==> config.mk <==
export PLATFORM = sky130hd
export DESIGN_NAME = spi_cmd_queue
export DESIGN_NICKNAME = d
export VERILOG_FILES = /design/src/rtl/spi_cmd_queue.sv
export SDC_FILE = /design/constraint.sdc
export NUM_CORES = 1
export LEC_CHECK = 0
export ABC_AREA = 1
export CORE_MARGIN = 1.5
export CORE_UTILIZATION = 50
export CTS_BUF_LIST = sky130_fd_sc_hd__clkbuf_4 sky130_fd_sc_hd__clkbuf_8
export CTS_CLUSTER_DIAMETER = 80
export DETAILED_ROUTE_END_ITERATION = 8
export PLACE_DENSITY = 0.7
export SLEW_MARGIN = 20
export SYNTH_ARGS = -nofsm -noshare
export SYNTH_HDL_FRONTEND = slang
export SYNTH_SLANG_ARGS = --single-unit
==> constraint.sdc <==
create_clock -name clock -period 2.65 [get_ports clock]
set_input_delay 0.53 -clock clock [delete_from_list [all_inputs] [get_ports clock]]
set_output_delay 0.53 -clock clock [all_outputs]
set_load 0.01 [all_outputs]
### The clock network, run 1

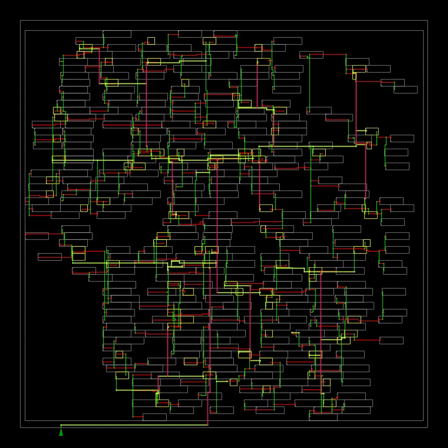
Worst Clk Skew: 0.0328 ns
number of clock sinks seen by CTS: 307

### M2 wires, run 1

Scale: 3 px per um. Cells faint in the background.
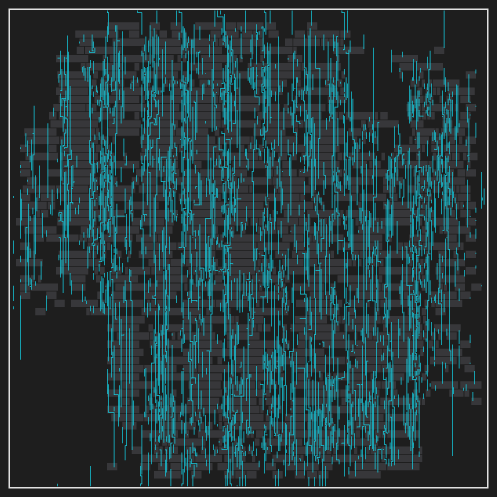
wire length on this layer: 12400 um
nets with wire on the layer: 890
share of all routed wire: 45%
longest straight run: 51.2 um
main direction: vertical
routed via count: 7992
sum of routed wire length over all layers: 27.7 mm

### Clock wires, drivers and flops, run 1

Scale: 3 px per um.
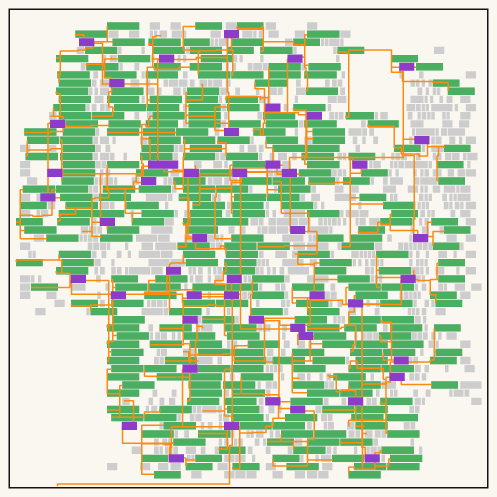
legend:
  green:
    item: flip-flops
    count: 307
  orange:
    item: clock wires
    length: 3520 um
  purple:
    item: cells driving clock nets
    count: 48
flops lie: widely spread
portion of total power attributed to the clock network: 0.329
clock-net power: 4.04 mW
worst skew pair latency: 0.57 ns

==> run notes, run 1 <==
fresh numbers from the pnr run: final net count=1116, die extent in x=around 160 um, cell with the largest stage delay on the worst path=sky130_fd_sc_hd__clkdlybuf4s50_1, chip area=25300 um2, library cell occupying the most area in the post-synthesis netlist=sky130_fd_sc_hd__edfxtp_1, Pwr Total=12.3 mW, Placed Instance Area=13600 um2, fraction of synthesis flops using an asynchronous set or reset pin=0.166, Placed Instances=1339, flip-flops=307, number of register bits inferred by synthesis=307, inverters=36, result of the run=completed, static power due to leakage=between 5 and 6 nW, met2 routed WL=between 10 and 15 mm, CTS Buffer Depth=3, count of endpoints failing hold in the final timing report=0, most used routing layer=met2, yosys warns=0, Std-Cell Core Area=23700 um2, most repeated cell in the gate-level netlist after synthesis=sky130_fd_sc_hd__edfxtp_1, combinational gate area=2840 um2, dominant logic cell types in the final layout=256 x sky130_fd_sc_hd__edfxtp_1, 153 x sky130_fd_sc_hd__nor2_1, 140 x sky130_fd_sc_hd__o21ai_0, Dominant Register Cell=sky130_fd_sc_hd__edfxtp_1, Top pwr grp=sequential cells, parity-gate share of the synthesized area counting xor and xnor cells=0.00144, critical path capture point type=output port, largest fanout of any net on the critical path=3
### Placement by cell class, run 1

Scale: 2 px per um. Fill, decap, tap and diode cells in gray.
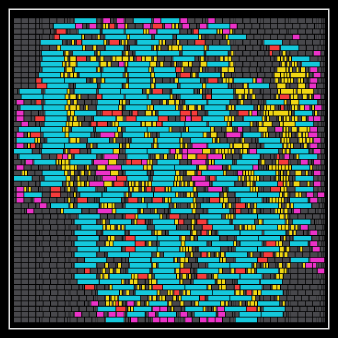

==> run 2, diff against run 1 <==
- CTS_CLUSTER_DIAMETER: 80 -> not set
- GPL_TIMING_DRIVEN: not set -> 0
### Placement by cell class, run 2

Scale: 2 px per um. Fill, decap, tap and diode cells in gray.
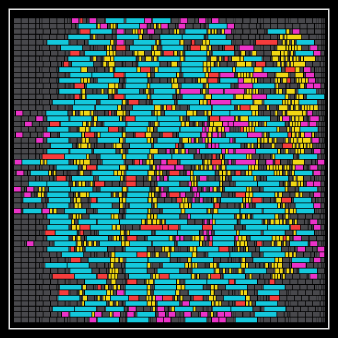
legend:
  cyan:
    class: flip-flops
    cells: 307
  red:
    class: clock drivers and dummy loads
    cells: 88
  magenta:
    class: other buffers and delay cells
    cells: 152
  yellow:
    class: all other logic
    cells: 602
sequential fraction of total cell area: 0.603
Std-Cell Core Area: 23700 um2

==> run 2 against run 1 <==
Power rose by 3.6%. Maximum frequency rose by 0.57%. Clock-buffer cell count fell by 14. Cell area rose by 1.8%. Largest cell class unchanged.
==> run notes, run 2 <==
fresh numbers from the pnr run: cell with the largest stage delay on the worst path=sky130_fd_sc_hd__clkdlybuf4s50_1, dominant logic cell types in the final layout=256 x sky130_fd_sc_hd__edfxtp_1, 153 x sky130_fd_sc_hd__nor2_1, 140 x sky130_fd_sc_hd__o21ai_0, Worst Clk Skew=0.0200 ns, clock-net power=4.29 mW, flip-flops=~310, fraction of synthesis flops using an asynchronous set or reset pin=0.166, yosys warns=0, met2 routed WL=14.6 mm, number of clock sinks seen by CTS=307, static power due to leakage=5.43 nW, critical path capture point type=flip-flop, count of endpoints failing hold in the final timing report=0, Placed Instance Area=13700 um2, chip area=25300 um2, Placed Instances=1369, Pwr Total=12.7 mW, number of register bits inferred by synthesis=307, parity-gate share of the synthesized area counting xor and xnor cells=0.00144, routed via count=8445, result of the run=completed, most used routing layer=met2, sum of routed wire length over all layers=31.1 mm
### The clock network, run 2

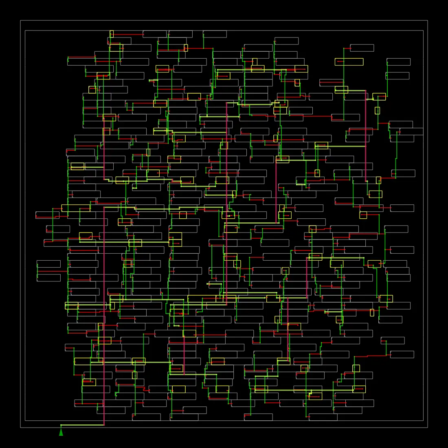

==> run 3, diff against run 2 <==
- ABC_AREA: 1 -> not set
- GPL_ROUTABILITY_DRIVEN: not set -> 0
### The clock network, run 3

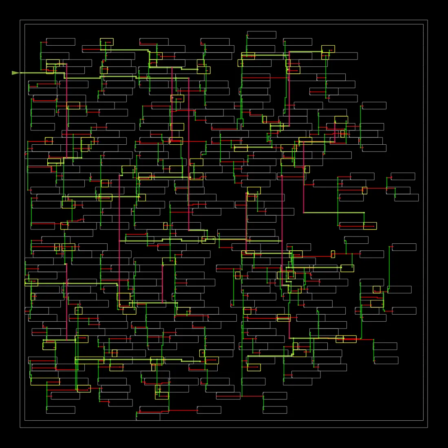
flip-flops: 307
worst skew pair latency: 0.56 ns
Worst Clk Skew: 0.0134 ns

==> run 3 against run 2 <==
Via count shrank 28%. Clock skew is 0.0066 ns lower. Clock-buffer cell count shrank 2. Largest cell class unchanged. Sequential power fell by 2%.
==> run notes, run 3 <==
fresh numbers from the pnr run: met2 routed WL=12.9 mm, routed via count=around 6k, sequential fraction of total cell area=0.614, critical path start-end classification=flip-flop to flip-flop, global routing usage on met2=0.371, number of clock sinks seen by CTS=between 300 and 400, inverters=9, area fraction of clock buffers and clock inverters=0.0673, register-to-register setup slack=approximately 0.045 ns, IO Pins=80, post-CTS setup buffer count=17, Top pwr grp=sequential cells, cell with the largest stage delay on the worst path=sky130_fd_sc_hd__dfrtp_1, power of the combinational group=1.89 mW, die extent in x=157 um, multi-input combinational cell count=~250, fraction of synthesis flops using an asynchronous set or reset pin=0.166, dominant logic cell types in the final layout=256 x sky130_fd_sc_hd__edfxtp_1, 77 x sky130_fd_sc_hd__clkdlybuf4s50_1, 64 x sky130_fd_sc_hd__mux4_2, most used routing layer=met2, number of register bits inferred by synthesis=307, clock slew seen by the registers of the worst setup and hold paths=0.07 ns, most repeated cell in the gate-level netlist after synthesis=sky130_fd_sc_hd__edfxtp_1, critical path capture point type=flip-flop, area growth from synthesis to layout=23.6%, parity-gate share of the synthesized area counting xor and xnor cells=0.00593, CTS tree=done, wire length of the first global-routing pass=38.4 mm, Placed Instances=1009, Placed Instance Area=13300 um2, portion of total power attributed to the clock network=0.340, sum of routed wire length over all layers=~25 mm, global-route usage over all layers=0.216, combinational gate area=2800 um2, Dominant Register Cell=sky130_fd_sc_hd__edfxtp_1, final net count=806, clock-net power=3.98 mW, CTS Buffer Depth=3, count of endpoints failing hold in the final timing report=0, result of the run=completed, power density over cell area=around 800 nW/um2, Std-Cell Core Area=between 20000 and 25000 um2, total sequential power=roughly 5.9 mW, gr ovfl total=0, chip area=24500 um2, yosys warns=0, worst reg2reg path depth=11, static power due to leakage=approximately 5 nW, library cell occupying the most area in the post-synthesis netlist=sky130_fd_sc_hd__edfxtp_1
Power is estimated from default activity; no workload was simulated.
